## src/rtl/mips_run_ctrl_if.sv

```systemverilog
// rtl/mips_run_ctrl_if.sv - run controller bus; optional halt_pc/pc_match under RUN_CTRL_PC_MATCH_EN
interface mips_run_ctrl_if #(
  parameter int PC_W  = 32,
  parameter int CNT_W = 16
);
  logic             start;
  logic [PC_W-1:0]  pc;
  logic             core_reset;
  logic             running;
  logic             done;
  logic             halted;
  logic             timeout;
  logic [CNT_W-1:0] cycle_count;
  logic [PC_W-1:0]  final_pc;
`ifdef RUN_CTRL_PC_MATCH_EN
  logic [PC_W-1:0]  halt_pc;
  logic             pc_match;

  modport master (
    input  start, pc, halt_pc,
    output core_reset, running, done, halted, timeout, cycle_count, final_pc, pc_match
  );
  modport slave (
    output start, pc, halt_pc,
    input  core_reset, running, done, halted, timeout, cycle_count, final_pc, pc_match
  );
`else
  modport master (
    input  start, pc,
    output core_reset, running, done, halted, timeout, cycle_count, final_pc
  );
  modport slave (
    output start, pc,
    input  core_reset, running, done, halted, timeout, cycle_count, final_pc
  );
`endif
endinterface

```

## src/rtl/mips_run_ctrl.sv

```systemverilog
// rtl/mips_run_ctrl.sv - core reset sequencer, bounded run, stable-PC halt detect; RUN_CTRL_PC_MATCH_EN adds halt_pc match
module mips_run_ctrl #(
  parameter int PC_W         = 32,
  parameter int CNT_W        = 16,
  parameter int RESET_CYCLES = 1,
  parameter int MAX_CYCLES   = 10,
  parameter int HALT_WINDOW  = 2
) (
  input  logic           clk,
  input  logic           reset,
  mips_run_ctrl_if.master bus
);
  localparam int SW = $clog2(HALT_WINDOW + 1);
  localparam int HW = (RESET_CYCLES > 1) ? $clog2(RESET_CYCLES) : 1;
  localparam logic [CNT_W-1:0] MAX_C     = CNT_W'(MAX_CYCLES);
  localparam logic [SW-1:0]    HALT_C    = SW'(HALT_WINDOW);
  localparam logic [HW-1:0]    HOLD_LAST = HW'(RESET_CYCLES - 1);

  typedef enum logic [1:0] {IDLE, RESET_HOLD, RUN, DONE} state_t;

  state_t           state;
  logic [HW-1:0]    hold_cnt;
  logic [SW-1:0]    stable_cnt;
  logic [PC_W-1:0]  pc_prev;
  logic             prev_valid;

  logic [CNT_W-1:0] cnt_nxt;
  logic [SW-1:0]    stable_nxt;
  logic             halt_hit;
  logic             to_hit;
  logic             match_hit;

  // Terminating conditions evaluated against the PC sampled on this RUN edge
  always_comb begin
    cnt_nxt    = bus.cycle_count + CNT_W'(1);
    stable_nxt = '0;
    if (prev_valid && (bus.pc == pc_prev))
      stable_nxt = (stable_cnt == HALT_C) ? stable_cnt : stable_cnt + SW'(1);
    halt_hit = (stable_nxt == HALT_C);
    to_hit   = (cnt_nxt == MAX_C);
`ifdef RUN_CTRL_PC_MATCH_EN
    match_hit = (bus.pc == bus.halt_pc);
`else
    match_hit = 1'b0;
`endif
  end

  always_ff @(posedge clk or posedge reset) begin
    if (reset) begin
      state           <= IDLE;
      hold_cnt        <= '0;
      stable_cnt      <= '0;
      pc_prev         <= '0;
      prev_valid      <= 1'b0;
      bus.core_reset  <= 1'b1;
      bus.running     <= 1'b0;
      bus.done        <= 1'b0;
      bus.halted      <= 1'b0;
      bus.timeout     <= 1'b0;
      bus.cycle_count <= '0;
      bus.final_pc    <= '0;
`ifdef RUN_CTRL_PC_MATCH_EN
      bus.pc_match    <= 1'b0;
`endif
    end else begin
      case (state)
        IDLE, DONE: begin
          if (bus.start) begin
            state      <= RESET_HOLD;
            hold_cnt   <= '0;
            bus.done   <= 1'b0;
            bus.halted <= 1'b0;
            bus.timeout <= 1'b0;
`ifdef RUN_CTRL_PC_MATCH_EN
            bus.pc_match <= 1'b0;
`endif
          end
        end
        RESET_HOLD: begin
          if (hold_cnt == HOLD_LAST) begin
            state           <= RUN;
            bus.core_reset  <= 1'b0;
            bus.running     <= 1'b1;
            bus.cycle_count <= '0;
            stable_cnt      <= '0;
            prev_valid      <= 1'b0;
          end else begin
            hold_cnt <= hold_cnt + HW'(1);
          end
        end
        RUN: begin
          bus.cycle_count <= cnt_nxt;
          pc_prev         <= bus.pc;
          prev_valid      <= 1'b1;
          stable_cnt      <= stable_nxt;
          // Halt (stable or match) outranks the cycle budget on a shared edge
          if (halt_hit || match_hit || to_hit) begin
            state          <= DONE;
            bus.core_reset <= 1'b1;
            bus.running    <= 1'b0;
            bus.done       <= 1'b1;
            bus.halted     <= halt_hit | match_hit;
            bus.timeout    <= to_hit & ~(halt_hit | match_hit);
            bus.final_pc   <= bus.pc;
`ifdef RUN_CTRL_PC_MATCH_EN
            bus.pc_match   <= match_hit;
`endif
          end
        end
        default: state <= IDLE;
      endcase
    end
  end
endmodule

```

## src/flat_wrapper.sv

```systemverilog
// flat-port wrapper written by rule: the top's interface ports become plain ports
module mips_run_ctrl_flat 
#(
  parameter int PC_W         = 32,
  parameter int CNT_W        = 16,
  parameter int RESET_CYCLES = 1,
  parameter int MAX_CYCLES   = 10,
  parameter int HALT_WINDOW  = 2
)
  (clk, reset, bus_start, bus_pc, bus_core_reset, bus_running, bus_done, bus_halted, bus_timeout, bus_cycle_count, bus_final_pc);
  mips_run_ctrl_if #(.PC_W(PC_W), .CNT_W(CNT_W)) bus_i ();
  input  logic clk;
  input  logic reset;
  input wire logic [$bits(bus_i.start)-1:0] bus_start;
  input wire logic [$bits(bus_i.pc)-1:0] bus_pc;
  output wire logic [$bits(bus_i.core_reset)-1:0] bus_core_reset;
  output wire logic [$bits(bus_i.running)-1:0] bus_running;
  output wire logic [$bits(bus_i.done)-1:0] bus_done;
  output wire logic [$bits(bus_i.halted)-1:0] bus_halted;
  output wire logic [$bits(bus_i.timeout)-1:0] bus_timeout;
  output wire logic [$bits(bus_i.cycle_count)-1:0] bus_cycle_count;
  output wire logic [$bits(bus_i.final_pc)-1:0] bus_final_pc;
  assign bus_i.start = bus_start;
  assign bus_i.pc = bus_pc;
  assign bus_core_reset = bus_i.core_reset;
  assign bus_running = bus_i.running;
  assign bus_done = bus_i.done;
  assign bus_halted = bus_i.halted;
  assign bus_timeout = bus_i.timeout;
  assign bus_cycle_count = bus_i.cycle_count;
  assign bus_final_pc = bus_i.final_pc;
  mips_run_ctrl #(.PC_W(PC_W), .CNT_W(CNT_W), .RESET_CYCLES(RESET_CYCLES), .MAX_CYCLES(MAX_CYCLES), .HALT_WINDOW(HALT_WINDOW)) u_core (.clk(clk), .reset(reset), .bus(bus_i));
endmodule
```

## config.mk

```make
export PLATFORM = sky130hd
export DESIGN_NAME = mips_run_ctrl_flat
export DESIGN_NICKNAME = d
export VERILOG_FILES = /design/src/rtl/mips_run_ctrl_if.sv /design/src/rtl/mips_run_ctrl.sv /design/src/flat_wrapper.sv
export SDC_FILE = /design/constraint.sdc
export NUM_CORES = 1
export LEC_CHECK = 0
export CAP_MARGIN = 5
export CORE_MARGIN = 3
export CORE_UTILIZATION = 25
export DETAILED_ROUTE_END_ITERATION = 7
export SYNTH_ARGS = -nofsm -noshare
export SYNTH_HDL_FRONTEND = slang
export SYNTH_SLANG_ARGS = --single-unit
export TNS_END_PERCENT = 30
```

## constraint.sdc

```tcl
create_clock -name clk -period 4.2 [get_ports clk]
set_input_delay 0.42 -clock clk [delete_from_list [all_inputs] [get_ports clk]]
set_output_delay 0.42 -clock clk [all_outputs]
set_load 0.05 [all_outputs]
```

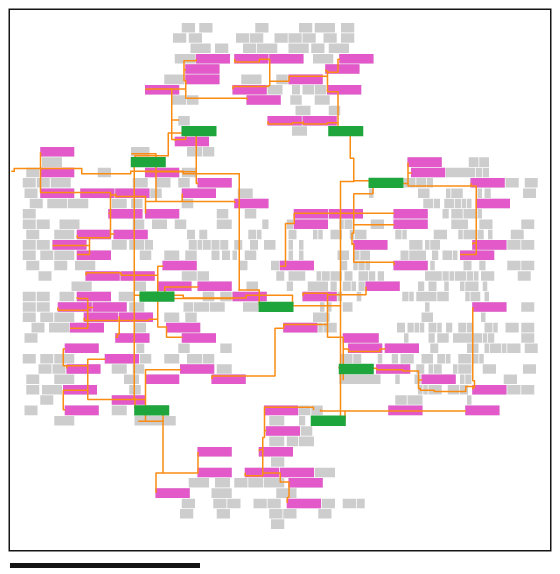
*Clock wires, drivers and flops*
Bar = 50 um.
flip-flops: drawn in magenta, count 90. cells driving clock nets: drawn in green, count 9. clock wires: drawn in orange, length 1320 um.
There are 10 routed clock nets.
Insertion Delay late pin: 0.35 ns
clock-net power: 0.898 mW
Clk network pwr share: 29.7%
Setup Skew: 0.00963 ns

==> results.json <==
{
  "worst_slack_ns": 0.964,
  "irDropWorstVdd_uv": 229,
  "cp-start-kind": "flip-flop",
  "drive_gt1_share_pct": 19.5,
  "reg2reg_depth": 8,
  "top_cell": "dfrtp_1",
  "final_cell_area_um2": 6000,
  "top_layer": "met4",
  "r2r_end": "u_core.bus.final_pc[0]",
  "track_usage_pct": 10.9,
  "ctsHoldBuffers": 0,
  "vias": 3258,
  "row_count": 49,
  "placed_area_um2": 5670,
  "overflow": 0,
  "antenna_found_initial": 0,
  "synthCells": 391,
  "placed_cells": 686,
  "lay_top_cells": "dfrtp_1 (89), clkdlybuf4s50_1 (87), mux2_2 (36), xor2_1 (29), mux2_4 (29)",
  "r2r-start": "u_core.bus.cycle_count[0]",
  "drc": 0,
  "die_y_um": 142,
  "finalSetupTns_ns": 0,
  "synth_top_area_share_pct": 48.2,
  "pin_count": 88,
  "grt_pass1_wl_mm": 17.3,
  "cts_post_setup_buffers_inserted": 0,
  "min_from": "u_core.bus.final_pc[30]",
  "cp.arrival_ns": 3.46,
  "path_max_fanout": 33,
  "finalHoldViolCount": 0,
  "status": "finished, final reports clean",
  "wirelength_mm": 10.7,
  "crit_path_end_kind": "flip-flop",
  "drt_iter0_markers": 156,
  "dr.pass1.iters": 4,
  "leakagePower_nw": 2.53,
  "area_delta_synth_final_pct": 29.8,
  "utilization_pct": 33.2,
  "grt.busiest_layer": "met2",
  "clock_path_buffers": 2,
  "wl_per_cell_um": 15.2,
  "hold_ws_ns": 0.512,
  "yosys-top-cells-area": "dfrtp_1 (48%), mux2_4 (9.4%), mux2_2 (8.8%)",
  "crit_type": "flip-flop to flip-flop",
  "synth.net_count": 431,
  "period_used_pct": 77.0,
  "synth.avg_cell_area_um2": 11.8
}
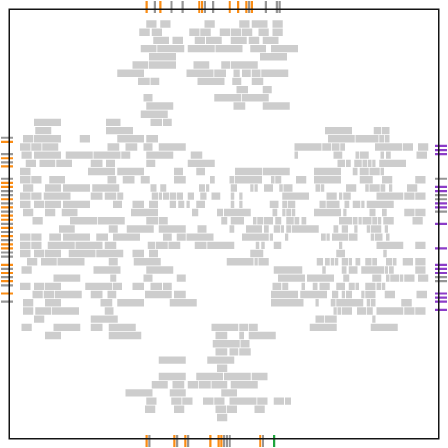
*I/O pins on the die edge*
Pins as bars across the die edge, other pins in grey.
`bus_pc`: drawn in orange, pins 32, direction input, edge 17 west, 8 north, 7 south. `reset`: drawn in green, pins 1, direction input, edge south. `bus_cycle_count`: drawn in purple, pins 16, direction output, edge east.

## critical path, cell delays in order, from the launching register on
cell and delay, ns:
dfrtp_1 0.51, ha_1 0.31, nand2_1 0.19, nor3_1 0.41
a31oi_1 0.20, nor4b_2 0.31, nand2_1 0.12, a21o_2 0.56
mux2_4 0.44
## worst max path at each step
stage | end | slack, ns | depth (start not counted)
global route | u_core.bus.final_pc[0] | 0.67 | 8
CTS | u_core.bus.final_pc[7] | 0.96 | 8
floorplan | u_core.bus.final_pc[10] | 1.33 | 11
finish | u_core.bus.final_pc[0] | 0.96 | 8
detailed placement | u_core.bus.final_pc[25] | 0.70 | 8
global placement | u_core.bus.final_pc[12] | 0.80 | 8
## registers in the layout, summed over array words and instances (netlist names)
name / count
u_core.bus.final_pc: 32
u_core.pc_prev: 32
u_core.bus.cycle_count: 16
u_core.stable_cnt: 2
u_core.state: 2
u_core.bus.core_reset: 1
u_core.bus.done: 1
u_core.bus.halted: 1
u_core.bus.running: 1
u_core.bus.timeout: 1
u_core.prev_valid: 1
## cell type report
type	instances	area, um2	area share, %
Multi-Input combinational cell	267	2200	36.7
Clock buffer	11	243	4.04
Timing Repair Buffer	89	886	14.8
Sequential cell	90	2250	37.5
Inverter	11	43.8	0.729
Tap cell	229	287	4.77
Clock inverter	5	86.3	1.44
## cells by family after synthesis
family | Yosys count | synth area share, %
AND/OR/NAND/NOR | 102 | 12.1
flip-flops | 90 | 48.7
AND-OR/OR-AND | 47 | 6.58
buffers and inverters | 34 | 3.68
multiplexers | 75 | 20.3
XOR/XNOR | 38 | 7.20
adder cells (fa/ha/maj) | 5 | 1.35
Power and IR drop assume default switching activity.
